File: src/rtl/mcu_spi_pkg.sv
// mcu_spi_pkg: shared types and defaults for the MCU SPI target.
// State encoding and parameter defaults live here.
package mcu_spi_pkg;

  typedef enum logic {
    IDLE,
    ACTIVE
  } spi_state_e;

  localparam int SYNC_STAGES_DEF = 2;
  localparam int TIMEOUT_DEF     = 65535;

endpackage

File: src/rtl/spi_sync_edge.sv
// spi_sync_edge: multi-flop synchroniser with rise/fall detect.
// Edges are taken from the last two synchronised samples.
module spi_sync_edge #(
  parameter int STAGES = 2
) (
  input  logic clk,
  input  logic reset_n,
  input  logic async_in,
  output logic rise,
  output logic fall
);

  logic [STAGES-1:0] sync_q;
  logic              prev_q;

  // Shift the async input through the chain, keep one older sample
  always_ff @(posedge clk or negedge reset_n) begin
    if (!reset_n) begin
      sync_q <= '0;
      prev_q <= 1'b0;
    end else begin
      sync_q <= {sync_q[STAGES-2:0], async_in};
      prev_q <= sync_q[STAGES-1];
    end
  end

  assign rise = sync_q[STAGES-1] & ~prev_q;
  assign fall = ~sync_q[STAGES-1] & prev_q;

endmodule

File: src/rtl/mcu_spi_target.sv
// mcu_spi_target: SPI mode 0 target, MSB first, byte strobes to clk.
// Optional stall abort enabled by defining MCU_SPI_TIMEOUT_EN.
module mcu_spi_target
  import mcu_spi_pkg::*;
#(
  parameter int SYNC_STAGES    = SYNC_STAGES_DEF,
  parameter int TIMEOUT_CYCLES = TIMEOUT_DEF
) (
  input  logic       clk,
  input  logic       reset_n,
  input  logic       spi_ss_n,
  input  logic       spi_sclk,
  input  logic       spi_mosi,
  output logic       spi_miso,
  output logic       data_in_strobe,
  output logic       data_in_start,
  output logic [7:0] data_in,
  input  logic [7:0] data_out,
  output logic       spi_timeout
);

  spi_state_e state, state_n;

  logic                   sclk_rise, sclk_fall;
  logic                   ss_rise, ss_fall;
  logic [SYNC_STAGES-1:0] mosi_q;
  logic                   mosi_s;
  logic [2:0]             bit_cnt;
  logic [7:0]             rx, tx;
  logic                   first;
  logic                   to_fire;

  spi_sync_edge #(.STAGES(SYNC_STAGES)) u_sclk (
    .clk      (clk),
    .reset_n  (reset_n),
    .async_in (spi_sclk),
    .rise     (sclk_rise),
    .fall     (sclk_fall)
  );

  // ss_n chain resets low so a select held low through reset
  // produces no fall; a fresh fall is needed to go active.
  spi_sync_edge #(.STAGES(SYNC_STAGES)) u_ss (
    .clk      (clk),
    .reset_n  (reset_n),
    .async_in (spi_ss_n),
    .rise     (ss_rise),
    .fall     (ss_fall)
  );

  // MOSI synchroniser, same depth so it lines up with sclk
  always_ff @(posedge clk or negedge reset_n) begin
    if (!reset_n) begin
      mosi_q <= '0;
    end else begin
      mosi_q <= {mosi_q[SYNC_STAGES-2:0], spi_mosi};
    end
  end

  assign mosi_s = mosi_q[SYNC_STAGES-1];

  // State register
  always_ff @(posedge clk or negedge reset_n) begin
    if (!reset_n) begin
      state <= IDLE;
    end else begin
      state <= state_n;
    end
  end

  // Next state from select edges
  always_comb begin
    state_n = state;
    case (state)
      IDLE:    if (ss_fall) state_n = ACTIVE;
      ACTIVE:  if (ss_rise) state_n = IDLE;
      default: state_n = IDLE;
    endcase
  end

  // Shift registers, bit counter and byte strobe
  always_ff @(posedge clk or negedge reset_n) begin
    if (!reset_n) begin
      bit_cnt        <= 3'd0;
      rx             <= 8'h00;
      tx             <= 8'h00;
      first          <= 1'b1;
      data_in        <= 8'h00;
      data_in_strobe <= 1'b0;
      data_in_start  <= 1'b0;
    end else begin
      data_in_strobe <= 1'b0;
      data_in_start  <= 1'b0;
      if (ss_rise) begin
        bit_cnt <= 3'd0;
      end else if (ss_fall && state == IDLE) begin
        bit_cnt <= 3'd0;
        first   <= 1'b1;
        tx      <= 8'h00;
      end else if (state == ACTIVE) begin
        if (sclk_rise) begin
          rx      <= {rx[6:0], mosi_s};
          bit_cnt <= bit_cnt + 3'd1;
          if (bit_cnt == 3'd7) begin
            data_in        <= {rx[6:0], mosi_s};
            data_in_strobe <= 1'b1;
            data_in_start  <= first;
            first          <= 1'b0;
          end
        end else if (sclk_fall) begin
          if (bit_cnt != 3'd0) begin
            tx <= {tx[6:0], 1'b0};
          end else if (!first) begin
            tx <= data_out;
          end
        end else if (to_fire) begin
          bit_cnt <= 3'd0;
          rx      <= 8'h00;
        end
      end
    end
  end

  assign spi_miso = (state == ACTIVE) & tx[7];

`ifdef MCU_SPI_TIMEOUT_EN
  localparam int TO_W = $clog2(TIMEOUT_CYCLES + 1);
  localparam logic [TO_W-1:0] TO_LAST = TO_W'(TIMEOUT_CYCLES - 1);

  logic [TO_W-1:0] to_cnt;
  logic            to_idle;

  assign to_idle = (state != ACTIVE) || (bit_cnt == 3'd0)
                || sclk_rise || sclk_fall || ss_rise;
  assign to_fire = !to_idle && (to_cnt == TO_LAST);

  // Stall counter for partial bytes, one-clk abort pulse
  always_ff @(posedge clk or negedge reset_n) begin
    if (!reset_n) begin
      to_cnt      <= '0;
      spi_timeout <= 1'b0;
    end else begin
      spi_timeout <= to_fire;
      if (to_idle || to_fire) begin
        to_cnt <= '0;
      end else begin
        to_cnt <= to_cnt + 1'b1;
      end
    end
  end
`else
  logic unused_timeout;

  assign unused_timeout = ^TIMEOUT_CYCLES;
  assign to_fire        = 1'b0;
  assign spi_timeout    = 1'b0;
`endif

endmodule

File: config.mk
export PLATFORM = sky130hd
export DESIGN_NAME = mcu_spi_target
export DESIGN_NICKNAME = d
export VERILOG_FILES = /design/src/rtl/mcu_spi_pkg.sv /design/src/rtl/spi_sync_edge.sv /design/src/rtl/mcu_spi_target.sv
export SDC_FILE = /design/constraint.sdc
export NUM_CORES = 1
export LEC_CHECK = 0
export ABC_AREA = 1
export CELL_PAD_IN_SITES_DETAIL_PLACEMENT = 1
export CELL_PAD_IN_SITES_GLOBAL_PLACEMENT = 1
export CORE_ASPECT_RATIO = 0.7
export CORE_MARGIN = 10
export CORE_UTILIZATION = 27
export CTS_CLUSTER_DIAMETER = 150
export CTS_CLUSTER_SIZE = 28
export DETAILED_ROUTE_END_ITERATION = 8
export HOLD_SLACK_MARGIN = 0.03
export PLACE_DENSITY = 0.63
export SLEW_MARGIN = 0
export SYNTH_ARGS = -nofsm -noshare
export SYNTH_HDL_FRONTEND = slang
export SYNTH_SLANG_ARGS = --single-unit
File: constraint.sdc
create_clock -name clk -period 3.3 [get_ports clk]
set_input_delay 0.66 -clock clk [delete_from_list [all_inputs] [get_ports clk]]
set_output_delay 0.66 -clock clk [all_outputs]
set_load 0.01 [all_outputs]
==> results.cfg, run 1 <==
; yosys + openroad results
[run_status]
outcome = finished, final reports clean

[final_timing]
finalSetupViolations = 0
hold_viol = 0

[finish]
layout.cells.non_filler = 293
drive_gt1_share_pct = 9.174
reg_top3 = data_in: 8 flops, tx: 8 flops, rx: 7 flops

[critical_path]
crit_type = reg2out
critPathRequiredTime_ps = 2640
cp_num_buf_inv = 2
cp-start-kind = flip-flop
cpMaxStageDelayCell = clkdlybuf4s50_1
critPathTopFamily = buffers and inverters
rr_startpoint = state
cp.depth = 3

[placement]
routabilityCongestion = 0.7149

[drt]
met2WireLength_mm = 1.547
highest_layer = met4

[global_route]
grt_pass1_wl_mm = 6.472

[worst_hold_path]
min_from = u_ss.sync_q[0]

[pwr]
p_comb_share_pct = 20.0
ir_drop_v = 0.0001812
power_per_cell_area_nw_per_um2 = 558.9

[job]
maxCapViolations = 0

[clocking]
clock_sinks = 38
==> run 1: logic make-up after synthesis <==
group / share of synthesized area, %
AND/OR/NAND/NOR: 32.02
flip-flops: 56.66
buffers and inverters: 6.552
AND-OR/OR-AND: 2.308
adder cells (fa/ha/maj): 2.234
other: 0.2232
==> run 1: final cells by class <==
cell class / instances / area (um2)
repair buffers: 23 / 225.2
well taps: 75 / 93.84
flip-flops and latches: 38 / 952.2
fillers: 703 / 3834
clock buffers: 8 / 80.08
multi-input cells: 131 / 618.1
inverters: 18 / 67.56
==> run 1: through the flow <==
stage,hold slack (ps),setup slack (ps)
floorplan,331.2,2041
global placement,331.5,1509
detailed placement,338.9,1502
CTS,354.8,1188
global route,360.5,1123
finish,350.2,1222
### The metal 2 layer, run 1

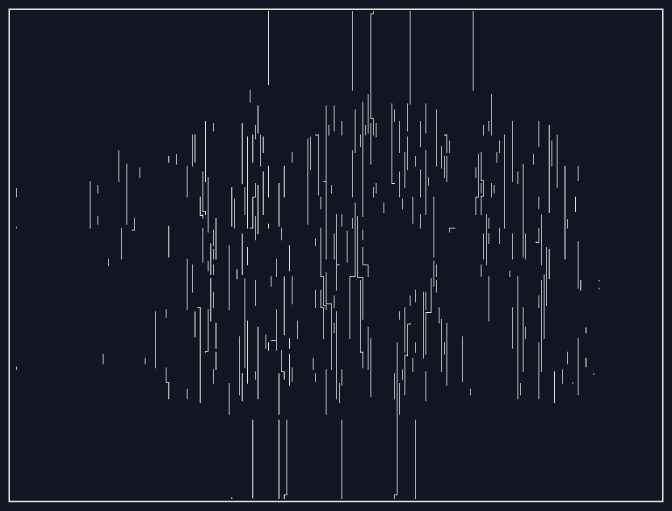
share of all routed wire: 42%
main direction: vertical
nets with wire on the layer: 174
wire length on this layer: 1550 um
DR vias: 1232
met2 usage: 11.97%
WL final: 3.651 mm

### Signal wires by layer, run 1

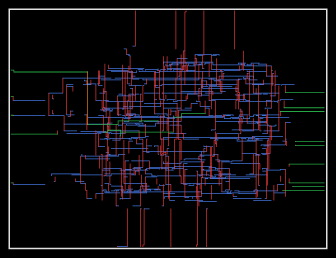
| layer | color | wire length |
|---|---|---|
| M3 | green | 232 um |
| M4 | orange | 19.0 um |
| M1 | blue | 1850 um |
| M2 | red | 1550 um |
WL/cell: 12.46 um
Total GRT Usage: 8.087%

### Local utilization, run 1

11 x 9 tiles, from white (low) to dark blue (high), 0 to 100% covered.
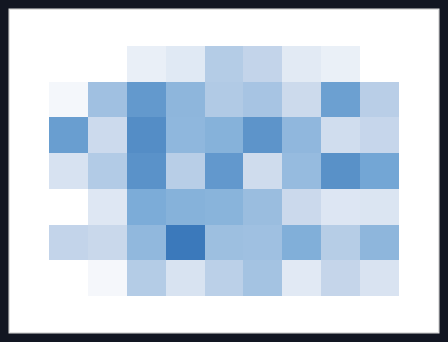
emptiest ninth of the die: top left
densest ninth of the die: middle
fullest tile: 70%
nearly empty tiles: 41%
mean over tiles: 20%
final core occ: 34.70%
CORE AREA: 5871 um2
FP Util: 28.62%

### Routing congestion map, run 1

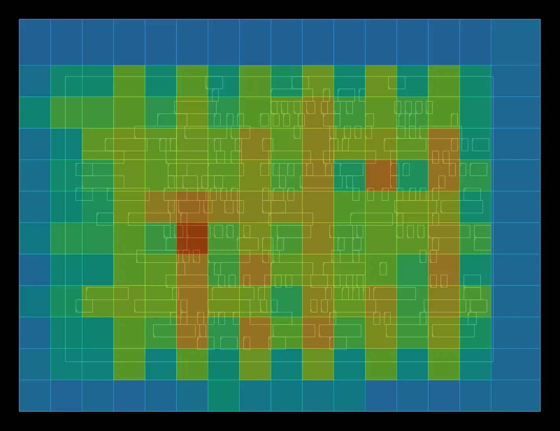

--- run 2 (diff from run 1) ---
==> constraint.sdc (replaced) <==
create_clock -name clk -period 2.1 [get_ports clk]
set_input_delay 0.42 -clock clk [delete_from_list [all_inputs] [get_ports clk]]
set_output_delay 0.42 -clock clk [all_outputs]
set_load 0.01 [all_outputs]
### Routing congestion map, run 2

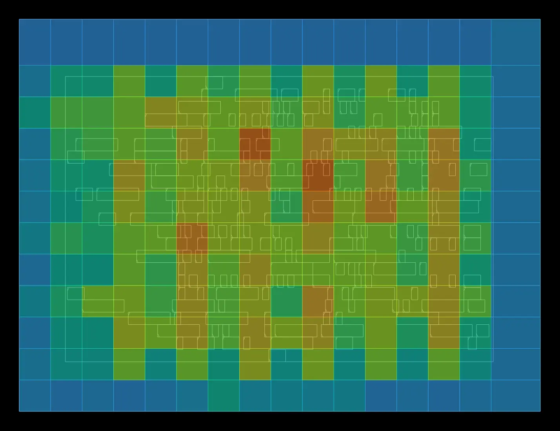
final core occ: 35.14%
met2 usage: 11.46%

==> results.cfg, run 2 <==
; yosys + openroad results
[run_status]
outcome = finished, final reports clean

[floorplanning]
tap_cells = 75
fp_util_pct = 28.62
core_um2 = 5871

[critical_path]
critPathTopFamily = buffers and inverters
cp.depth = 3
critPathRequiredTime_ps = 1680
cp_num_buf_inv = 2
cp-start-kind = flip-flop
crit_type = reg2out

[finish]
flops = 38
inv_count = 18
comb_area_share_pct = 29.96
reg_top3 = data_in: 8 flops, tx: 8 flops, rx: 7 flops
sh_seq_area_pct = 46.15
seq_area_um2 = 952.2
nMultiInputCombCells = 131
clock_area_share_pct = 4.427
layout.cells.non_filler = 295
logic_area_um2 = 618.1

[drt]
wl_per_cell_um = 12.26
finalWirelength_mm = 3.616
vias = 1232

[final_timing]
hold_viol = 0
finalSetupViolations = 0
setup_slack_ps = 246.8

[job]
maxCapViolations = 0

[placement]
routabilityCongestion = 0.7373
place_ws_ps = 522.7

[pwr]
ir_drop_v = 0.0002551
power_per_cell_area_nw_per_um2 = 885.5

[global_route]
grtUsageTotal_pct = 7.744
[run 2: cell counts after synthesis]
Identical to the previous run, type by type.
[run 2: cell families (layout without fill, tap and decap cells)]
logic type	Yosys count	in the layout	synth area share, %
adder cells (fa/ha/maj)	3	3	2.234
buffers and inverters	23	51	6.552
AND-OR/OR-AND	7	7	2.308
AND/OR/NAND/NOR	120	120	32.02
other	1	1	0.2232
flip-flops	38	38	56.66
[run 2: per-layer routing]
layer / vias to the layer above / share of wire [%] / global-route usage, %
met5: - / 0 / 0
met4: 0 / 0.47 / 1.362
met3: 2 / 7.2 / 3.758
met2: 19 / 42 / 11.46
met1: 580 / 50 / 10.05
li1: 631 / - / -
[run 2: report_power, final]
part           switching [mW]  internal [mW]
Sequential             0.0843          0.863
Clock                   0.252          0.265
Combinational           0.223          0.140
Total                   0.560           1.27
